### config.mk
export PLATFORM = sky130hd
export DESIGN_NAME = poly_pitch_generator
export DESIGN_NICKNAME = d
export VERILOG_FILES = /design/src/rtl/pitch_pkg.sv /design/src/rtl/pitch_channel.sv /design/src/rtl/poly_pitch_generator.sv
export SDC_FILE = /design/constraint.sdc
export NUM_CORES = 1
export LEC_CHECK = 0
export CORE_MARGIN = 2
export CORE_UTILIZATION = 43
export DETAILED_ROUTE_END_ITERATION = 12
export HOLD_SLACK_MARGIN = 0.1
export SLEW_MARGIN = 25
export SYNTH_ARGS = -nofsm -noshare
export SYNTH_HDL_FRONTEND = slang
export SYNTH_HIERARCHICAL = 1
export SYNTH_SLANG_ARGS = --single-unit
### constraint.sdc
create_clock -name clk -period 6.7 [get_ports clk]
set_input_delay 1.005 -clock clk [delete_from_list [all_inputs] [get_ports clk]]
set_output_delay 1.005 -clock clk [all_outputs]
set_load 0.02 [all_outputs]
### src/rtl/pitch_pkg.sv
// Pitch constants and elaboration-time helpers for the poly pitch generator.
// The octave-0 frequencies are stored in micro-Hz so the C0 half-period rounds exactly.
package pitch_pkg;

    localparam int N_NOTES = 12;

    localparam logic [3:0] NOTE_C  = 4'd0;
    localparam logic [3:0] NOTE_CS = 4'd1;
    localparam logic [3:0] NOTE_D  = 4'd2;
    localparam logic [3:0] NOTE_DS = 4'd3;
    localparam logic [3:0] NOTE_E  = 4'd4;
    localparam logic [3:0] NOTE_F  = 4'd5;
    localparam logic [3:0] NOTE_FS = 4'd6;
    localparam logic [3:0] NOTE_G  = 4'd7;
    localparam logic [3:0] NOTE_GS = 4'd8;
    localparam logic [3:0] NOTE_A  = 4'd9;
    localparam logic [3:0] NOTE_AS = 4'd10;
    localparam logic [3:0] NOTE_B  = 4'd11;

    function automatic longint f0_uhz(input int note);
        case (note)
            0:       return 64'd16351598;
            1:       return 64'd17323914;
            2:       return 64'd18354048;
            3:       return 64'd19445436;
            4:       return 64'd20601722;
            5:       return 64'd21826764;
            6:       return 64'd23124651;
            7:       return 64'd24499715;
            8:       return 64'd25956544;
            9:       return 64'd27500000;
            10:      return 64'd29135235;
            11:      return 64'd30867706;
            default: return 64'd27500000;
        endcase
    endfunction

    function automatic longint f0_mhz(input int note);
        return (f0_uhz(note) + 64'd500) / 64'd1000;
    endfunction

    function automatic longint half_period(input int note, input int oct, input longint clk_hz);
        longint den;
        longint h;
        den = 2 * f0_uhz(note);
        h   = (clk_hz * 64'd1000000 + den / 2) / den;
        h   = h >> oct;
        if (h < 2) h = 2;
        return h;
    endfunction

endpackage

### src/rtl/pitch_channel.sv
// One square-wave voice: enable, mute, half-period counter and a pending retune
// that is only applied on a wave edge so the output never glitches.
module pitch_channel
    import pitch_pkg::*;
#(
    parameter int CLK_HZ = 100_000_000,
    parameter int CNT_W  = 22
) (
    input  logic       clk,
    input  logic       rst_n,
    input  logic       wr_i,
    input  logic [3:0] note_i,
    input  logic [3:0] oct_i,
    input  logic       en_i,
    output logic       wave_o
);

    logic [15:0][CNT_W-1:0] base;
    logic             en_q, en_d, mute_q, mute_d, wave_q, wave_d, pend_q, pend_d;
    logic [CNT_W-1:0] cnt_q, cnt_d;
    logic [3:0]       note_q, note_d, oct_q, oct_d, pnote_q, pnote_d, poct_q, poct_d;

    for (genvar i = 0; i < 16; i++) begin : g_base
        assign base[i] = (i < N_NOTES) ? CNT_W'(half_period(i, 0, longint'(CLK_HZ))) : CNT_W'(2);
    end

    function automatic logic [CNT_W-1:0] h_of(input logic [3:0] n, input logic [3:0] o);
        logic [CNT_W-1:0] b;
        b = base[n] >> o;
        if (b < CNT_W'(2)) b = CNT_W'(2);
        return b;
    endfunction

    function automatic logic valid_note(input logic [3:0] n);
        return n < 4'(N_NOTES);
    endfunction

    always_comb begin
        en_d    = en_q;
        mute_d  = mute_q;
        wave_d  = wave_q;
        pend_d  = pend_q;
        cnt_d   = cnt_q;
        note_d  = note_q;
        oct_d   = oct_q;
        pnote_d = pnote_q;
        poct_d  = poct_q;
        // Idle, muted or disabling writes restart the voice immediately.
        if (wr_i && (!en_q || mute_q || !en_i)) begin
            en_d   = en_i;
            mute_d = en_i && !valid_note(note_i);
            wave_d = 1'b0;
            pend_d = 1'b0;
            note_d = note_i;
            oct_d  = oct_i;
            if (en_i && valid_note(note_i)) cnt_d = h_of(note_i, oct_i) - CNT_W'(1);
        end else begin
            if (en_q && !mute_q) begin
                if (cnt_q != '0) begin
                    cnt_d = cnt_q - CNT_W'(1);
                end else begin
                    pend_d = 1'b0;
                    if (pend_q && !valid_note(pnote_q)) begin
                        mute_d = 1'b1;
                        wave_d = 1'b0;
                    end else if (pend_q) begin
                        wave_d = ~wave_q;
                        note_d = pnote_q;
                        oct_d  = poct_q;
                        cnt_d  = h_of(pnote_q, poct_q) - CNT_W'(1);
                    end else begin
                        wave_d = ~wave_q;
                        cnt_d  = h_of(note_q, oct_q) - CNT_W'(1);
                    end
                end
            end
            if (wr_i) begin
                pend_d  = 1'b1;
                pnote_d = note_i;
                poct_d  = oct_i;
            end
        end
    end

    always_ff @(posedge clk) begin
        if (!rst_n) begin
            en_q    <= 1'b0;
            mute_q  <= 1'b0;
            wave_q  <= 1'b0;
            pend_q  <= 1'b0;
            cnt_q   <= '0;
            note_q  <= '0;
            oct_q   <= '0;
            pnote_q <= '0;
            poct_q  <= '0;
        end else begin
            en_q    <= en_d;
            mute_q  <= mute_d;
            wave_q  <= wave_d;
            pend_q  <= pend_d;
            cnt_q   <= cnt_d;
            note_q  <= note_d;
            oct_q   <= oct_d;
            pnote_q <= pnote_d;
            poct_q  <= poct_d;
        end
    end

    assign wave_o = wave_q;

endmodule

### src/rtl/poly_pitch_generator.sv
// N_CH-voice square-wave pitch generator: config decode, per-voice channels and
// a registered count of voices currently high.
module poly_pitch_generator
    import pitch_pkg::*;
#(
    parameter int N_CH    = 4,
    parameter int CLK_HZ  = 100_000_000,
    parameter int CNT_W   = 22,
    parameter int MAX_OCT = 8,
    parameter int CH_W    = (N_CH > 1) ? $clog2(N_CH) : 1,
    parameter int MIX_W   = $clog2(N_CH + 1)
) (
    input  logic             clk,
    input  logic             rst_n,
    input  logic             cfg_valid,
    output logic             cfg_ready,
    input  logic [CH_W-1:0]  cfg_ch,
    input  logic [3:0]       cfg_note,
    input  logic [3:0]       cfg_octave,
    input  logic             cfg_en,
    output logic [N_CH-1:0]  wave,
    output logic [MIX_W-1:0] mix
);

    logic             rdy_q;
    logic             acc;
    logic [3:0]       oct_c;
    logic [MIX_W-1:0] mix_q, mix_d;

    assign acc   = cfg_valid && rdy_q && (int'(cfg_ch) < N_CH);
    assign oct_c = (int'(cfg_octave) > MAX_OCT) ? 4'(MAX_OCT) : cfg_octave;

    for (genvar g = 0; g < N_CH; g++) begin : g_ch
        pitch_channel #(.CLK_HZ(CLK_HZ), .CNT_W(CNT_W)) u_ch (
            .clk    (clk),
            .rst_n  (rst_n),
            .wr_i   (acc && (int'(cfg_ch) == g)),
            .note_i (cfg_note),
            .oct_i  (oct_c),
            .en_i   (cfg_en),
            .wave_o (wave[g])
        );
    end

    always_comb begin
        mix_d = '0;
        for (int i = 0; i < N_CH; i++) mix_d = mix_d + MIX_W'(wave[i]);
    end

    always_ff @(posedge clk) begin
        if (!rst_n) begin
            rdy_q <= 1'b0;
            mix_q <= '0;
        end else begin
            rdy_q <= 1'b1;
            mix_q <= mix_d;
        end
    end

    assign cfg_ready = rdy_q;
    assign mix       = mix_q;

endmodule

**Cells by drive strength**

The bar under the picture is 100 µm long.
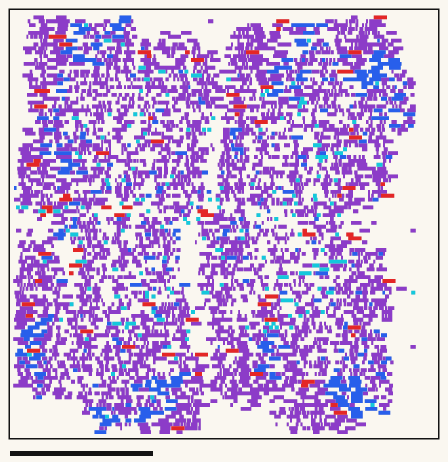
- purple: x1 and smaller (cells 4158; share 88%)
- blue: x2 (cells 341; share 7.2%)
- red: x6 and larger (cells 73; share 1.5%)
- cyan: x3 and x4 (cells 164; share 3.5%)
Layout Area Growth over Synthesis: 5.996%
Worst Setup Slack, final: 0.7667 ns
Non-CTS buffers: 155
final instance area: 40010 µm²

==> notes.md <==
Figures from the implementation reports.

- The tool warning count is ~110.
- The pre-CTS setup slack is 0.3074 ns.
- The flow ran to the end, and the final reports show no timing, DRC or antenna violations.
- The proportion of layout cells with a drive suffix above 1 reads 0.1220.
- The maximum operating frequency is approximately 170 MHz.
- The switching component of the power is ~0.0032 W.
- The number of remaining DRC errors reads 0.
- The clock-pin slew on the worst setup and hold paths reads ~0.07 ns.
- The proportion of cell area occupied by registers is 0.1744.
- The routed length per instance reads approximately 23 µm.
- The number of logic inverters in the finished layout is about 140.
- The standard cell area after detailed placement is 38580 µm².
- The vertical die size is about 300 µm.
- The count of clock buffers in the final design is approximately 54.
- The start point of the critical path reads cfg_octave[0].
- The final tally of max-slew violations is 0.
- The number of buffers created by CTS reads 42.
- The fraction of the core area covered by cells at the end of the flow reads 0.4605.
- The routing layer with the top usage in global route reads met2.
- The area fraction in full adders, half adders and majority gates is 0.03301.
- The cell group occupying the most layout area reads logic gates.
- The final-layout setup total negative slack is 0 ns.
- After legalization and detailed placement, the total HPWL measured between 90 and 100 mm.
- The hold-critical path endpoint reads g_ch[0].u_ch/cnt_q[20]$_SDFFE_PN0P_.
- The total routing usage reported by global routing is 0.2848.
- The total met3 wirelength after detailed routing is between 10 and 15 mm.
- The logic share of the area is 0.7088.
- The finished layout holds 5892 standard cells, fillers aside.
- The remaining global-route overflow reads 0.
- The total number of multi-input combinational cells is between 4000 and 5000.
- The critical path crosses 17 cells after its start point.
- Nets still carrying antenna violations after routing amount to 0.
- The final period utilization reads 0.8856.
- The critical path startpoint category reads an input pin.
- The combinational gate area reads around 28000 µm².
- The floorplan die width reads 300.3 µm.
- The number of I/O pins is 22.
**Clock routing**

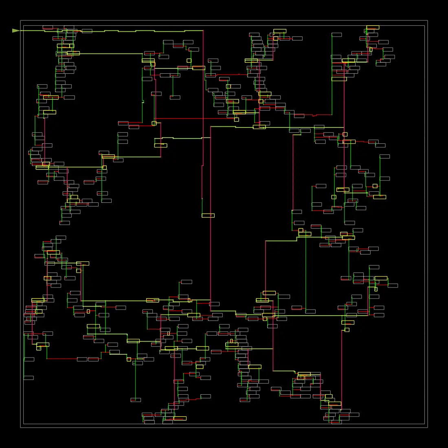
clock distribution power: 0.00240 W
Late-Pin Clk Latency: 0.59 ns
clock sink total: 348
Clock Skews: 0.02422 ns
FFs & Latches: 348

No activity file was given, so power comes from the tool's default toggle rates.
